`config.mk`:
```
export PLATFORM = sky130hd
export DESIGN_NAME = inv_share_arbiter
export DESIGN_NICKNAME = d
export VERILOG_FILES = /design/src/rtl/inv_share_arbiter.sv
export SDC_FILE = /design/constraint.sdc
export NUM_CORES = 1
export LEC_CHECK = 0
export CAP_MARGIN = 20
export CORE_ASPECT_RATIO = 0.9
export CORE_MARGIN = 2
export CORE_UTILIZATION = 47
export CTS_CLUSTER_DIAMETER = 40
export CTS_CLUSTER_SIZE = 12
export DETAILED_ROUTE_END_ITERATION = 12
export GPL_ROUTABILITY_DRIVEN = 0
export PLACE_DENSITY = 0.77
export SLEW_MARGIN = 5
export SYNTH_ARGS = -nofsm -noshare
export SYNTH_HDL_FRONTEND = slang
export SYNTH_SLANG_ARGS = --single-unit
```
`constraint.sdc`:
```
create_clock -name clk -period 1.8 [get_ports clk]
set_input_delay 0.36 -clock clk [delete_from_list [all_inputs] [get_ports clk]]
set_output_delay 0.36 -clock clk [all_outputs]
set_load 0.02 [all_outputs]
```
`src/rtl/inv_share_arbiter.sv`:
```
// Round-robin controller that time-shares one external inverter among NUM_REQ requesters,
// samples the inverter after a settle delay and flags any result that is not the inverse.
module inv_share_arbiter #(
    parameter int NUM_REQ     = 4,
    parameter int SETTLE      = 2,
    parameter int HOLD_CYCLES = 4
) (
    input  logic               clk,
    input  logic               rst_n,
    input  logic [NUM_REQ-1:0] req,
    input  logic [NUM_REQ-1:0] din,
    output logic [NUM_REQ-1:0] grant,
    output logic               inv_in,
    input  logic               inv_out,
    output logic               dout,
    output logic               dout_valid,
    output logic               busy,
    output logic               fault,
    output logic [1:0]         state_o
);

    // Handshake: req[i] is a level request held until its grant ends; dropping it while
    // granted aborts the grant on the next edge. dout is meaningful only while dout_valid=1.
    typedef enum logic [1:0] {
        ST_IDLE   = 2'd0,
        ST_SETTLE = 2'd1,
        ST_HOLD   = 2'd2
    } state_t;

    localparam int PTR_W   = (NUM_REQ > 1) ? $clog2(NUM_REQ) : 1;
    localparam int CNT_MAX = (SETTLE > HOLD_CYCLES) ? SETTLE : HOLD_CYCLES;
    localparam int CNT_W   = $clog2(CNT_MAX + 1);
    localparam logic [CNT_W-1:0] SETTLE_LAST = CNT_W'(SETTLE - 1);
    localparam logic [CNT_W-1:0] HOLD_LAST   = CNT_W'(HOLD_CYCLES - 1);
    localparam logic [PTR_W-1:0] PTR_RESET   = PTR_W'(NUM_REQ - 1);

    state_t             state_q, state_d;
    logic [CNT_W-1:0]   cnt_q, cnt_d;
    logic [PTR_W-1:0]   ptr_q, ptr_d;
    logic [NUM_REQ-1:0] grant_q, grant_d;
    logic               inv_in_q, inv_in_d;
    logic               dout_q, dout_d;
    logic               dout_valid_q, dout_valid_d;
    logic               busy_q, busy_d;
    logic               fault_q, fault_d;

    logic               any_req;
    logic               found;
    logic [PTR_W-1:0]   sel_idx;
    logic [PTR_W:0]     probe;
    logic               req_sel;

    // Search upward from the slot after the last winner, wrapping at NUM_REQ.
    always_comb begin
        any_req = |req;
        found   = 1'b0;
        sel_idx = ptr_q;
        probe   = '0;
        for (int i = 1; i <= NUM_REQ; i++) begin
            probe = {1'b0, ptr_q} + (PTR_W + 1)'(i);
            if (probe >= (PTR_W + 1)'(NUM_REQ)) begin
                probe = probe - (PTR_W + 1)'(NUM_REQ);
            end
            if (!found && req[probe[PTR_W-1:0]]) begin
                found   = 1'b1;
                sel_idx = probe[PTR_W-1:0];
            end
        end
    end

    assign req_sel = req[ptr_q];

    always_ff @(posedge clk) begin
        if (!rst_n) begin
            state_q      <= ST_IDLE;
            cnt_q        <= '0;
            ptr_q        <= PTR_RESET;
            grant_q      <= '0;
            inv_in_q     <= 1'b0;
            dout_q       <= 1'b0;
            dout_valid_q <= 1'b0;
            busy_q       <= 1'b0;
            fault_q      <= 1'b0;
        end else begin
            state_q      <= state_d;
            cnt_q        <= cnt_d;
            ptr_q        <= ptr_d;
            grant_q      <= grant_d;
            inv_in_q     <= inv_in_d;
            dout_q       <= dout_d;
            dout_valid_q <= dout_valid_d;
            busy_q       <= busy_d;
            fault_q      <= fault_d;
        end
    end

    // Abort (requester dropped) takes priority over the timed transitions.
    always_comb begin
        state_d = state_q;
        cnt_d   = cnt_q;
        case (state_q)
            ST_IDLE: begin
                if (any_req) begin
                    state_d = ST_SETTLE;
                    cnt_d   = '0;
                end
            end
            ST_SETTLE: begin
                if (!req_sel) begin
                    state_d = ST_IDLE;
                    cnt_d   = '0;
                end else if (cnt_q == SETTLE_LAST) begin
                    state_d = ST_HOLD;
                    cnt_d   = '0;
                end else begin
                    cnt_d = cnt_q + 1'b1;
                end
            end
            ST_HOLD: begin
                if (!req_sel || (cnt_q == HOLD_LAST)) begin
                    state_d = ST_IDLE;
                    cnt_d   = '0;
                end else begin
                    cnt_d = cnt_q + 1'b1;
                end
            end
            default: begin
                state_d = ST_IDLE;
                cnt_d   = '0;
            end
        endcase
    end

    always_comb begin
        ptr_d        = ptr_q;
        grant_d      = grant_q;
        inv_in_d     = inv_in_q;
        dout_d       = dout_q;
        dout_valid_d = dout_valid_q;
        fault_d      = fault_q;
        busy_d       = (state_d != ST_IDLE);
        case (state_q)
            ST_IDLE: begin
                if (any_req) begin
                    grant_d  = NUM_REQ'(1) << sel_idx;
                    inv_in_d = din[sel_idx];
                    ptr_d    = sel_idx;
                end
            end
            ST_SETTLE: begin
                if (!req_sel) begin
                    grant_d      = '0;
                    dout_valid_d = 1'b0;
                end else if (cnt_q == SETTLE_LAST) begin
                    dout_d       = inv_out;
                    dout_valid_d = 1'b1;
                    if (inv_out != ~inv_in_q) begin
                        fault_d = 1'b1;
                    end
                end
            end
            ST_HOLD: begin
                if (!req_sel || (cnt_q == HOLD_LAST)) begin
                    grant_d      = '0;
                    dout_valid_d = 1'b0;
                end
            end
            default: begin
                grant_d      = '0;
                dout_valid_d = 1'b0;
            end
        endcase
    end

    assign grant      = grant_q;
    assign inv_in     = inv_in_q;
    assign dout       = dout_q;
    assign dout_valid = dout_valid_q;
    assign busy       = busy_q;
    assign fault      = fault_q;
    assign state_o    = state_q;

endmodule

```
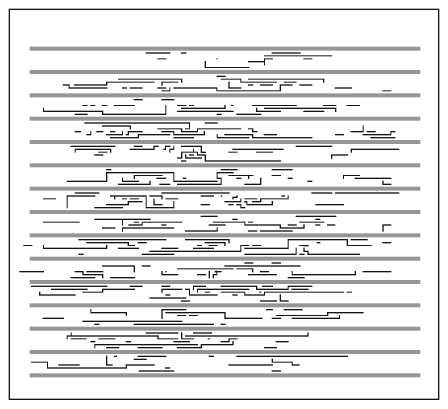
*Met1 routing*
Supply wires on this layer in gray.
longest straight run	14.3 um
wire length on this layer	914 um
share of all routed wire	42%
main direction	horizontal
DRT Wirelength: 2.19 mm
met1 Use GR: 0.239
via count: 878

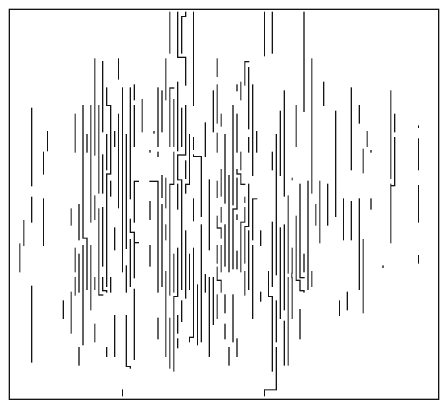
*The metal 2 layer*
wire length on this layer	1,110 um
share of all routed wire	51%
main direction	vertical
met2 Use GR: 0.411

==> ci_impl_report.md <==
### Yosys + OpenROAD results

| Metric | Value |
|---|---|
| Synth unique cells | `37` |
| Combinational Area | `553 sq um` |
| Cell type with the largest total area | `dfxtp_1` |
| Share of cells above drive strength 1 | `0.217` |
| WL met3 | `126 um` |
| Worst setup EP type | `primary output` |
| Sw Share | `0.329` |
| Synth Net Count | `117` |
| Row Count | `14` |
| Dominant cell area share | `0.360` |
| Post-synth seq share | `0.360` |
| Sequential share of power | `0.399` |
| Buffers on Ports | `21` |
| Period minus WS final | `1720 ps` |
| Chip Height | `45.3 um` |
| Layout Skew | `9.11 ps` |
| Tcrit/Tclk final | `0.957` |
| Setup Viol. Count Final | `0` |
| CTS tree | `built` |
| CP max stage cell | `clkdlybuf4s50_1` |
| Yosys simple share | `0.221` |
| XOR-XNOR Cells, Area Fraction | `0.00983` |
| Status | `finished, final reports clean` |
| Worst VDD drop | `679 uV` |
| Area growth, synth to finish | `46.8%` |
| Pre-Repair DR Iteration Count | `4` |
| DR WL/cell | `13.5 um` |
| Mean post-synth cell area | `9.00 sq um` |
| Final hold vios | `0` |
| Slew Limit Fails | `0` |
| Least-Margin Pin Slew | `299 ps` |
| Initial DRC Count | `13` |
| Worst setup SP type | `flop` |
| Delay-heaviest family, CP | `buffers and inverters` |
| Design Area, Final | `1310 sq um` |
| Comb area leader | `simple AND/OR/NAND/NOR gates` |
| Vias per inst | `5.42` |
| CP Class | `reg -> out` |
| Hpwl dp | `1.67 mm` |
| Final layout net count | `157` |
| Synth top cells by count | `16 x dfxtp_1, 8 x inv_1, 7 x ha_1, 7 x nand2_1` |
| EDFF count, synth | `0` |
| Worst setup margin | `77.9 ps` |
| HP Class | `reg -> reg` |
| CTS Buffer Depth | `2` |
| CTS H-tree depth | `1` |
| Cell area leaders | `dfxtp_1 36%, ha_1 9.8%, nor2b_1 3.5%` |
| Final cell utilization of the core | `0.754` |
| Met2 Routed Length | `1.11 mm` |
| Highest routed layer | `met4` |
| Number of I/O pins | `22` |
| Critical-path cell list | `clkdlybuf4s50_1` |
| Buffers plus inverters on the worst setup path | `1` |
| FP Core Util | `0.514` |
| Ao+oa area frac | `0.221` |
| Yosys warnings | `0` |
| Gr ovfl total | `0` |
| Metal1 wirelength | `913 um` |
| Setup bufs post-CTS | `0` |
| TritonCTS Sinks | `16` |
| Largest net degree at the start of global routing | `10` |
| Yosys cell count | `99` |
| Async SR Flop Fraction | `0` |
| RSZ-0062 raised after global routing | `false` |
| Number of global-route vias before repair | `882` |
| Gate power share | `0.368` |
| Routed Antenna Nets | `0` |
| Core area | `1730 sq um` |
| Critical Path AT | `1360 ps` |
| Synth mux share | `0.0478` |
| Chip Area, Yosys | `891 sq um` |
| Internal power | `0.714 mW` |
| Design Power | `1.06 mW` |
| Fillers | `114` |
| TritonCTS Buffers | `3` |
| Total Routing Usage GR | `0.217` |
| Clock slew at reported path FFs | `90 ps` |
| Die area | `2260 sq um` |
| Most common cell in the netlist | `dfxtp_1` |
| Mapped Cells | `99` |
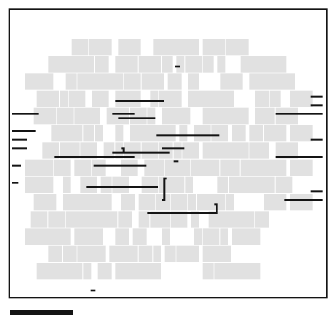
*M3 wires*
Bar = 10 um. Cells faint in the background.
main direction	horizontal
wire length on this layer	127 um
M3 GR Usage: 0.0530

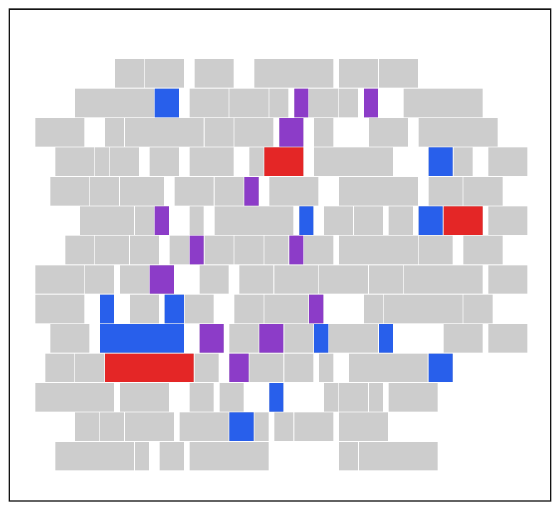
*Gate families picked out*
family	color	cells
nand cells	purple	12
nor cells	blue	12
mux cells	red	3
most frequent logic cell in the layout: clkdlybuf4s50_1
Non-Filler Instances: 162

## path summary, 6_finish.rpt
path,startpoint,endpoint,slack [ps],cells past startpoint
max,state_o[1],state_o[1],80,1
min,grant[0],grant[0],450,2
max reg2reg,ptr_q[0],busy,100,5
min reg2reg,grant[0],grant[0],450,2
## state kept, by name, summed over array words and instances, names as in the netlist
name / flops
busy: 1
dout_valid: 1
fault: 1
state_o: 2
inv_in: 1
grant: 4
cnt_q: 3
ptr_q: 2
dout: 1
## area by class of cell
| cell class | instances | share of cell area |
|---|---|---|
| timing repair buffer | 37 | 0.258 |
| sequential | 16 | 0.245 |
| inverter | 8 | 0.0230 |
| tap | 24 | 0.0230 |
| multi-input combinational | 73 | 0.423 |
| clock buffer | 4 | 0.0278 |
## routing by layer
layer / GRT usage / up-vias
met5: 0 / -
met4: 0.0778 / 0
met3: 0.0530 / 4
met2: 0.411 / 39
met1: 0.239 / 410
li1: - / 425
## power by group through the flow
stage / Clock [mW] / Sequential (mW) / Combinational [mW]
after floorplan: 0 / 0.462 / 0.170
after global placement: 0 / 0.430 / 0.366
after detailed placement: 0 / 0.432 / 0.376
after CTS: 0.250 / 0.424 / 0.379
after global routing: 0.265 / 0.430 / 0.420
final: 0.248 / 0.425 / 0.392
## placed cells by master, fill, tap and decap left out, types with 2 or more instances in the layout
| cell | instances |
|---|---|
| nand2b_1 | 4 |
| clkdlybuf4s50_1 | 18 |
| and3_1 | 2 |
| o21ai_1 | 2 |
| clkbuf_4 | 3 |
| nor2_1 | 5 |
| o211ai_1 | 2 |
| o21ai_2 | 2 |
| nand2_1 | 7 |
| or2b_1 | 2 |
| a21oi_1 | 4 |
| buf_4 | 16 |
| o21ai_0 | 4 |
| nor2b_1 | 5 |
| mux2i_1 | 2 |
| and2_1 | 2 |
| o21a_1 | 2 |
| dlymetal6s2s_1 | 3 |
| ha_1 | 7 |
| inv_1 | 8 |
| a21oi_2 | 2 |
| o22ai_1 | 2 |
| dfxtp_1 | 16 |
| a32o_1 | 2 |
## per-stage QoR
step | hold WS [ps] | setup TNS [ps]
floorplan | 523 | 0
global placement | 434 | -2420
detailed placement | 443 | -3120
CTS | 454 | 0
global route | 475 | 0
finish | 451 | 0
## kinds of logic (layout without fill, tap and decap cells)
| kind of cell | count (synthesis) | in the layout |
|---|---|---|
| fa+ha+maj | 7 | 7 |
| compound gates | 28 | 28 |
| simple gates | 34 | 34 |
| buf+inv | 10 | 49 |
| mux | 3 | 3 |
| xor+xnor | 1 | 1 |
| flops | 16 | 16 |
## timing repair
| action | CTS | global route |
|---|---|---|
| endpoints found under the setup margin | 0 | 6 |
| resized | 0 | 7 |
| hold buffers | 0 | 0 |
## worst min-delay path, delay by kind of cell (launching register included)
| family | cells | cell delay, ps |
|---|---|---|
| AND-OR/OR-AND | 1 | 50 |
| flip-flops | 1 | 320 |
| AND/OR/NAND/NOR | 1 | 50 |
Power figures rest on the tool's default switching activity, not on a simulated workload.
